==> src/rtl/xor_unit_pkg.sv <==
`default_nettype none
// ============================================================================
// Module  : xor_unit_pkg
// Purpose : Shared operation encoding for the pipelined XOR unit.
// Ports   : none (package)
// Revision: 1.0 - initial release
// ============================================================================
package xor_unit_pkg;

  typedef logic [1:0] op_t;

  localparam op_t OP_XOR    = 2'd0;
  localparam op_t OP_XNOR   = 2'd1;
  localparam op_t OP_PARITY = 2'd2;
  localparam op_t OP_ACCUM  = 2'd3;

endpackage : xor_unit_pkg
`default_nettype wire

==> src/rtl/xor_unit_stage.sv <==
`default_nettype none
// ============================================================================
// Module  : xor_unit_stage
// Purpose : One valid/ready pipeline register with a WIDTH-bit payload.
//           Loads whenever it is empty or its content is being taken.
// Ports   : clk, rst        - clock, async active-high reset
//           in_valid/ready  - upstream handshake, in_data payload
//           out_valid/ready - downstream handshake, out_data payload
// Revision: 1.0 - initial release
// ============================================================================
module xor_unit_stage #(
  parameter int WIDTH = 8
) (
  input  logic             clk,
  input  logic             rst,
  input  logic             in_valid,
  output logic             in_ready,
  input  logic [WIDTH-1:0] in_data,
  output logic             out_valid,
  input  logic             out_ready,
  output logic [WIDTH-1:0] out_data
);

  // Ready when empty or when the held item leaves this cycle.
  assign in_ready = !out_valid || out_ready;

  always_ff @(posedge clk or posedge rst) begin
    if (rst) begin
      out_valid <= 1'b0;
      out_data  <= '0;
    end else if (in_ready) begin
      out_valid <= in_valid;
      if (in_valid) begin
        out_data <= in_data;
      end
    end
  end

endmodule : xor_unit_stage
`default_nettype wire

==> src/rtl/xor_unit_pipe.sv <==
`default_nettype none
// ============================================================================
// Module  : xor_unit_pipe
// Purpose : Two-stage pipelined XOR unit with XOR / XNOR / parity / running
//           accumulator modes under valid/ready flow control.
// Ports   : clk, rst               - clock, async active-high reset
//           in_valid, in_ready     - input handshake
//           a, b, op               - operands and mode
//           clr                    - synchronous accumulator clear
//           out_valid, out_ready   - output handshake
//           result                 - computed value
//           acc_q                  - current accumulator contents
// Revision: 1.0 - initial release
// ============================================================================
module xor_unit_pipe
  import xor_unit_pkg::*;
#(
  parameter int               WIDTH    = 8,
  parameter logic [WIDTH-1:0] ACC_INIT = '0
) (
  input  logic             clk,
  input  logic             rst,
  input  logic             in_valid,
  output logic             in_ready,
  input  logic [WIDTH-1:0] a,
  input  logic [WIDTH-1:0] b,
  input  op_t              op,
  input  logic             clr,
  output logic             out_valid,
  input  logic             out_ready,
  output logic [WIDTH-1:0] result,
  output logic [WIDTH-1:0] acc_q
);

  localparam int S1W = 3 * WIDTH + 2;

  logic             accept;
  logic [WIDTH-1:0] acc_base;
  logic [WIDTH-1:0] acc_next;
  logic [S1W-1:0]   s1_in;
  logic [S1W-1:0]   s1_data;
  logic             s1_valid;
  logic             s2_ready;
  logic [WIDTH-1:0] s1_a;
  logic [WIDTH-1:0] s1_b;
  op_t              s1_op;
  logic [WIDTH-1:0] s1_acc;
  logic [WIDTH-1:0] s2_in;

  assign accept = in_valid && in_ready;

  // The accumulator advances at accept time so back-to-back ACCUMs chain
  // without forwarding; clear is applied before the transaction's XOR.
  assign acc_base = clr ? ACC_INIT : acc_q;
  assign acc_next = (accept && (op == OP_ACCUM)) ? (acc_base ^ a) : acc_base;

  always_ff @(posedge clk or posedge rst) begin
    if (rst) begin
      acc_q <= ACC_INIT;
    end else begin
      acc_q <= acc_next;
    end
  end

  // S1 snapshots the post-update accumulator so the ACCUM result is fixed
  // at accept time, independent of later accepts or clears.
  assign s1_in = {a, b, op, acc_next};

  xor_unit_stage #(.WIDTH(S1W)) u_s1 (
    .clk       (clk),
    .rst       (rst),
    .in_valid  (in_valid),
    .in_ready  (in_ready),
    .in_data   (s1_in),
    .out_valid (s1_valid),
    .out_ready (s2_ready),
    .out_data  (s1_data)
  );

  assign s1_a   = s1_data[S1W-1 -: WIDTH];
  assign s1_b   = s1_data[2*WIDTH+1 -: WIDTH];
  assign s1_op  = s1_data[WIDTH+1 -: 2];
  assign s1_acc = s1_data[WIDTH-1:0];

  always_comb begin
    s2_in = '0;
    unique case (s1_op)
      OP_XOR:    s2_in = s1_a ^ s1_b;
      OP_XNOR:   s2_in = ~(s1_a ^ s1_b);
      // Indexed assignment keeps WIDTH=1 legal (no zero-width replication).
      OP_PARITY: s2_in[0] = ^(s1_a ^ s1_b);
      default:   s2_in = s1_acc;
    endcase
  end

  xor_unit_stage #(.WIDTH(WIDTH)) u_s2 (
    .clk       (clk),
    .rst       (rst),
    .in_valid  (s1_valid),
    .in_ready  (s2_ready),
    .in_data   (s2_in),
    .out_valid (out_valid),
    .out_ready (out_ready),
    .out_data  (result)
  );

endmodule : xor_unit_pipe
`default_nettype wire

==> config.mk <==
export PLATFORM = sky130hd
export DESIGN_NAME = xor_unit_pipe
export DESIGN_NICKNAME = d
export VERILOG_FILES = /design/src/rtl/xor_unit_pkg.sv /design/src/rtl/xor_unit_stage.sv /design/src/rtl/xor_unit_pipe.sv
export SDC_FILE = /design/constraint.sdc
export NUM_CORES = 1
export LEC_CHECK = 0
export ABC_CLOCK_PERIOD_IN_PS = 1900
export CAP_MARGIN = 20
export CORE_UTILIZATION = 24
export CTS_CLUSTER_SIZE = 30
export DETAILED_ROUTE_END_ITERATION = 8
export DONT_BUFFER_PORTS = 1
export SLEW_MARGIN = 20
export SYNTH_ARGS = -nofsm -noshare
export SYNTH_HDL_FRONTEND = slang
export SYNTH_SLANG_ARGS = --single-unit
==> constraint.sdc <==
create_clock -name clk -period 1.9 [get_ports clk]
set_input_delay 0.38 -clock clk [delete_from_list [all_inputs] [get_ports clk]]
set_output_delay 0.38 -clock clk [all_outputs]
set_load 0.005 [all_outputs]
Fig. 1: run 1, placed standard cells
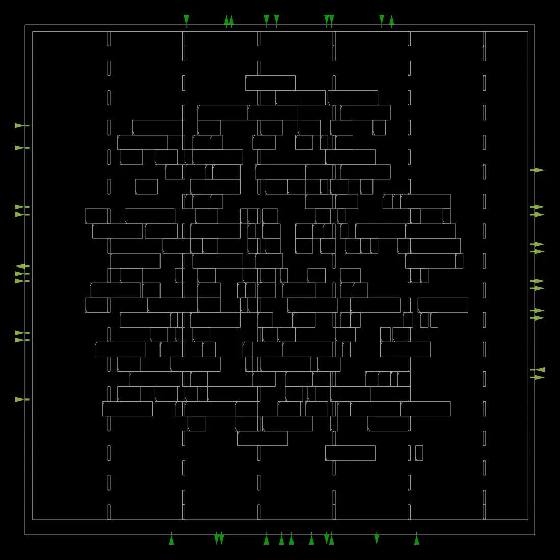
# rows: 33
flop count: 44

Fig. 2: run 1, signal metal coverage by tile
19 x 19 tiles, from black (low) to pale yellow (high), scaled to the fullest tile. Values are wire area over tile area, all layers added.
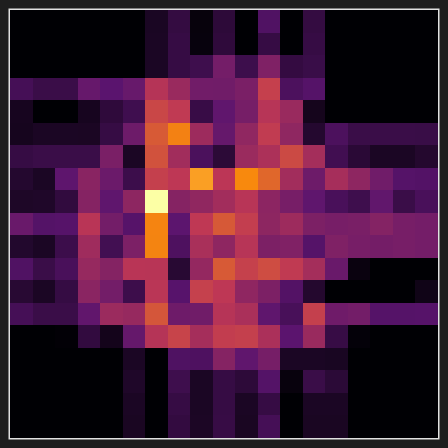
densest ninth of the die: middle
tiles over half the peak: 8.0%
nearly empty tiles: 29%
mean over tiles: 0.074
vias post-DR: 1168
WL final: 4040 um
GRT Resource Usage Total: 10.0%
Avg WL per Cell: 14.5 um

Fig. 3: run 1, metal layers overlaid
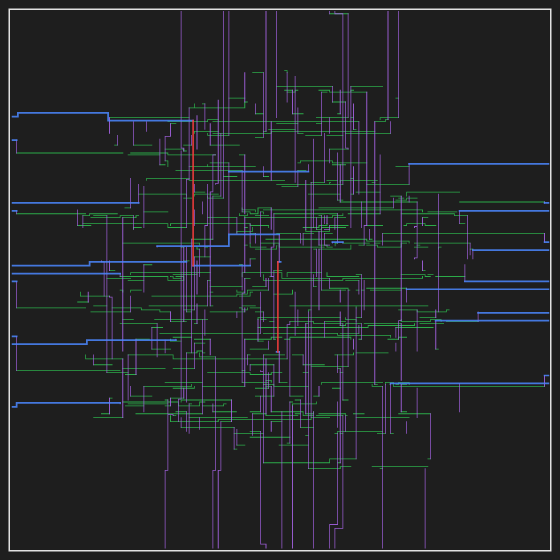
| color | layer | wire length |
|---|---|---|
| blue | M3 | 358 um |
| red | M4 | 40.8 um |
| green | M1 | 1760 um |
| purple | M2 | 1880 um |

==> results.tsv, run 1 <==
metric	value	unit
Post-CTS Setup Inserts	0	
worst-path fanout max	8	
Inverters	1	
Syn Nets	190	
Clock group	0.594	mW
largest net degree at the start of global routing	27	
Top Consumer	sequential cells	
Root Driver	clkbuf_8	
CP top delay family	simple AND/OR/NAND/NOR gates	
Routed Antenna Nets	0	
synth unique cells	21	
Post-synth EDFFs	0	
Top Layout Cells	dfrtp_1 (44), mux2_2 (26), nand2_1 (25)	
CP endpoint	u_s1.out_data[0]	
count of final hold-check violations	0	
status	finished, final reports clean	
AND/OR/NAND/NOR Cells, Area Fraction	10.6	%
DRT iter0 DRCs	41	
drt first pass iters	4	
Util after Layout	27.5	%
sequential cell area share	48.9	%
Multiplexer share	14.5	%
Syn Area/Cell	12.1	sq um
met2 routed WL	1880	um
Filler cells	875	
Int Power	1.66	mW
antenna violations before repair	0	
min Tclk post-route	1490	ps
pre-CTS setup slack	394	ps
placed insts	270	
maximum clock rate	0.670	GHz
most common cell in the netlist	dfrtp_1	
clock tree buffer depth	2	
RSZ-0062 raised after global routing	no	
count of tool warnings	26	
mapped cell area	0.00202	sq mm
CP endpoint kind	flop	
vias per cell	4.20	
slew of the pin with the lowest slew margin	786	ps
Setup crit start	u_s2.out_valid	
drc violations	0	
CTS tree	built	
Dominant flop cell	dfrtp_1	
met1 wire length	1760	um
ClkCell Share	4.00	%
Hold Slack	12.8	ps
CTS Buf Count	5	
Slowest-stage cell, CP	dfrtp_1	
Layout non-clock buf frac	2.22	%
antenna cells	0	
largest reg by FF count	u_s1.out_data	
Cell Pwr Density	1040	mW/mm^2
sequential power	1.20	mW
Comb power	0.540	mW
CTS sink count	44	
met2 GRT Util	15.7	%
CP max stage delay	450	ps
R2R Setup Slk	410	ps
WP data arrival	1670	ps
maxcap violations	0	
Post-synth regs	44	
Slew HR	47.3	%
Worst-Skew Late Latency	290	ps
biggest regs	u_s1.out_data (26), acc_q (8), u_s2.out_data (8)	
Buffers & Inverters on Critical Path	0	
Area leader share	54.6	%
met3 Use GR	4.96	%
Flop pwr share	51.4	%
Yosys warnings	0	
clk_skew	8.04	ps
gate count of the mapped netlist	167	
xor+xnor area frac	10.7	%
Signal buffers	5	
DP HPWL	3060	um
Storage cell area	0.00110	sq mm
IO Count	41	
global route hottest layer	met2	
design area	0.00225	sq mm
IO Port Bufs	0	
Well Taps	105	
==> run 2: changes to the inputs <==
Settings changed: ABC_CLOCK_PERIOD_IN_PS 1900 to 1500.
Clock period 1.9 ns to 1.5 ns, I/O delays scaled along.
Fig. 4: run 2, the metal 1 layer
Supply wires on this layer in gray.
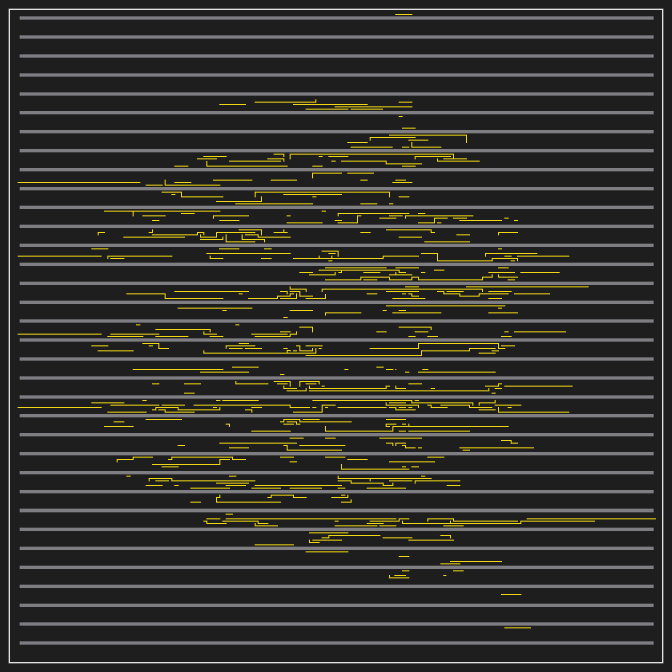
wire length on this layer: 1770 um
longest straight run: 25.8 um
share of all routed wire: 44%
WL final: 4060 um
met1 usage: 12.7%

Fig. 5: run 2, metal layers overlaid
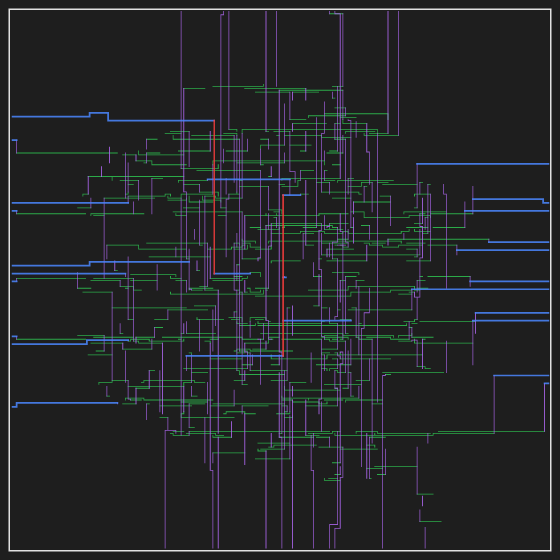
| color | layer | wire length |
|---|---|---|
| purple | M2 | 1880 um |
| blue | M3 | 353 um |
| green | M1 | 1770 um |
| red | M4 | 54.4 um |
Avg WL per Cell: 14.3 um
GRT Resource Usage Total: 10.3%
vias post-DR: 1199

Fig. 6: run 2, placed cells, one color a class
Scale bar: 20 um. Fill, decap, tap and diode cells in gray.
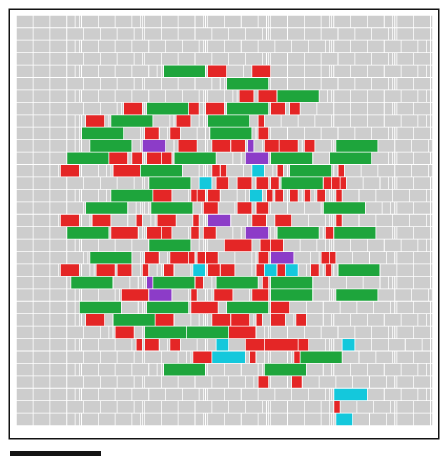
| color | class | cells | share of their area |
|---|---|---|---|
| red | remaining logic cells | 116 | 41% |
| purple | clock drivers and dummy loads | 8 | 4.1% |
| cyan | remaining buffers and delay cells | 11 | 5.0% |
| green | registers | 44 | 50% |
design area: 0.00235 sq mm
sequential cell area share: 46.9%
Placeable Area: 0.00818 sq mm
Util after Layout: 28.7%

==> results.tsv, run 2 <==
metric	value	unit
Setup crit start	u_s2.out_valid	
Dominant flop cell	dfrtp_1	
Root Driver	clkbuf_8	
Filler cells	863	
clk_skew	5.80	ps
Top Consumer	sequential cells	
Storage cell area	0.00110	sq mm
Slowest-stage cell, CP	dfrtp_1	
CTS tree	built	
antenna cells	0	
AND/OR/NAND/NOR Cells, Area Fraction	10.6	%
maximum clock rate	0.691	GHz
xor+xnor area frac	10.7	%
Inverters	1	
vias per cell	4.22	
met3 Use GR	4.96	%
WP data arrival	1630	ps
CP top delay family	simple AND/OR/NAND/NOR gates	
count of tool warnings	27	
ClkCell Share	3.83	%
# rows	33	
DP HPWL	3000	um
Hold Slack	111	ps
placed insts	275	
Post-synth regs	44	
CP endpoint kind	flop	
met1 wire length	1770	um
drt first pass iters	4	
sequential power	1.52	mW
Top Layout Cells	dfrtp_1 (44), mux2_2 (26), nand2_1 (22)	
CTS sink count	44	
most common cell in the netlist	dfrtp_1	
met2 GRT Util	15.8	%
CP max stage delay	430	ps
Layout non-clock buf frac	4.69	%
flop count	44	
CTS Buf Count	5	
Multiplexer share	14.5	%
global route hottest layer	met2	
Slew HR	74.4	%
pre-CTS setup slack	48.2	ps
min Tclk post-route	1450	ps
Post-CTS Setup Inserts	0	
largest reg by FF count	u_s1.out_data	
count of final hold-check violations	0	
IO Port Bufs	0	
R2R Setup Slk	50	ps
Clock group	0.751	mW
Comb power	0.772	mW
status	finished, final reports clean	
Post-synth EDFFs	0	
IO Count	41	
Buffers & Inverters on Critical Path	0	
Yosys warnings	0	
maxcap violations	0	
Syn Nets	190	
RSZ-0062 raised after global routing	yes	
gate count of the mapped netlist	167	
CP endpoint	u_s1.out_data[4]	
biggest regs	u_s1.out_data (26), acc_q (8), u_s2.out_data (8)	
Routed Antenna Nets	0	
Flop pwr share	50.0	%
Cell Pwr Density	1300	mW/mm^2
worst-path fanout max	8	
==> run 3: changes to the inputs <==
Settings changed: SLEW_MARGIN 20 to not set.
==> results.tsv, run 3 <==
metric	value	unit
maxcap violations	0	
drc violations	0	
RSZ-0062 raised after global routing	yes	
GRT Resource Usage Total	10.3	%
Syn Area/Cell	12.1	sq um
antenna cells	0	
design area	0.00235	sq mm
sequential power	1.52	mW
CP top delay family	simple AND/OR/NAND/NOR gates	
clk_skew	5.80	ps
placed insts	275	
met2 GRT Util	15.8	%
Placeable Area	0.00818	sq mm
vias per cell	4.22	
Multiplexer share	14.5	%
count of tool warnings	27	
Post-synth regs	44	
Slew HR	74.4	%
antenna violations before repair	0	
met1 wire length	1770	um
mapped cell area	0.00202	sq mm
Dominant flop cell	dfrtp_1	
DP HPWL	3000	um
worst-path fanout max	8	
Cell Pwr Density	1300	mW/mm^2
ClkCell Share	3.83	%
WP data arrival	1630	ps
biggest regs	u_s1.out_data (26), acc_q (8), u_s2.out_data (8)	
Signal buffers	11	
count of final hold-check violations	0	
Yosys warnings	0	
drt first pass iters	4	
Flop pwr share	50.0	%
Hold Slack	111	ps
CP endpoint	u_s1.out_data[4]	
Slowest-stage cell, CP	dfrtp_1	
Post-CTS Setup Inserts	0	
Area leader share	54.6	%
Top Consumer	sequential cells	
Clock group	0.751	mW
# Cells Yosys	167	
CP endpoint kind	flop	
slew of the pin with the lowest slew margin	384	ps
Inverters	1	
pre-CTS setup slack	48.2	ps
Setup crit start	u_s2.out_valid	
worst setup margin	52.5	ps
Post-synth EDFFs	0	
Top Layout Cells	dfrtp_1 (44), mux2_2 (26), nand2_1 (22)	
gate count of the mapped netlist	167	
Routed Antenna Nets	0	
flop count	44	
# rows	33	
clock tree buffer depth	2	
maximum clock rate	0.691	GHz
Int Power	2.17	mW
status	finished, final reports clean	
Syn Nets	190	
Comb power	0.772	mW
IO Count	41	
synth unique cells	21	
CTS Buf Count	5	
Layout non-clock buf frac	4.69	%
WL final	4060	um
Avg WL per Cell	14.3	um
Buffers & Inverters on Critical Path	0	
met3 Use GR	4.96	%
largest net degree at the start of global routing	45	
CTS tree	built	
xor+xnor area frac	10.7	%
Fig. 7: run 3, the metal 1 layer
Supply wires on this layer in gray.
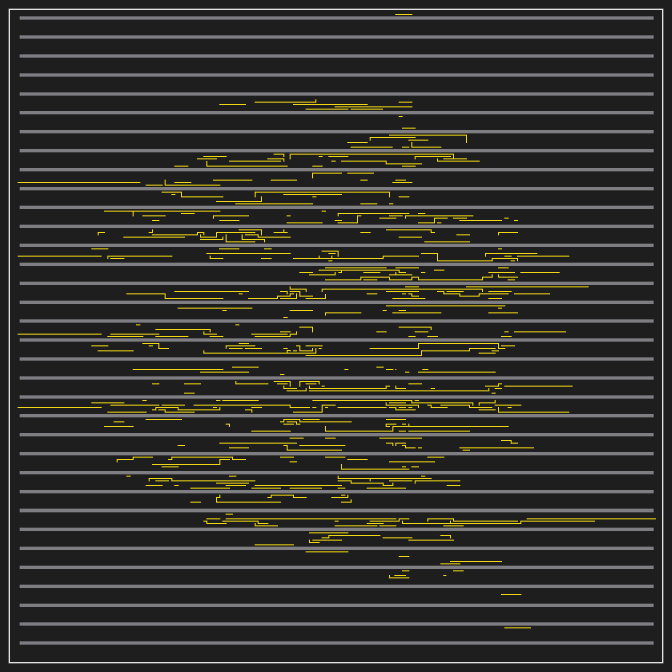
main direction: horizontal
nets with wire on the layer: 188
longest straight run: 25.8 um

Fig. 8: run 3, metal layers overlaid
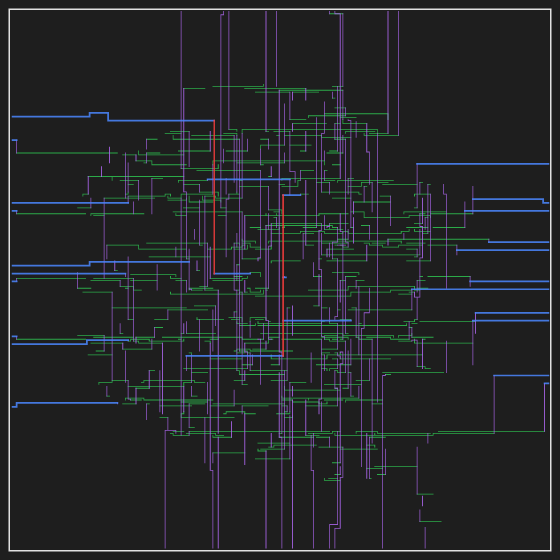
| color | layer | wire length |
|---|---|---|
| red | M4 | 54.4 um |
| green | M1 | 1770 um |
| purple | M2 | 1880 um |
| blue | M3 | 353 um |

Fig. 9: run 3, signal metal coverage by tile
19 x 19 tiles, from black (low) to pale yellow (high), scaled to the fullest tile. Values are wire area over tile area, all layers added.
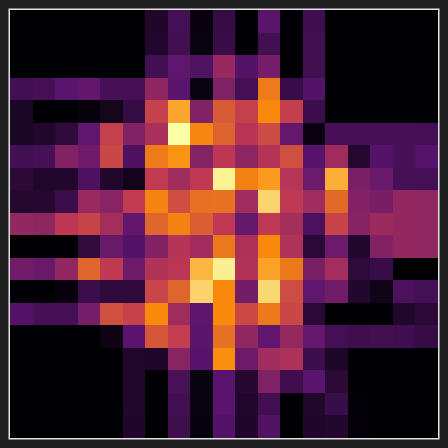
fullest tile: 0.31
mean over tiles: 0.075
nearly empty tiles: 29%
emptiest ninth of the die: top right
densest ninth of the die: middle

No activity file was given, so power comes from the tool's default toggle rates.
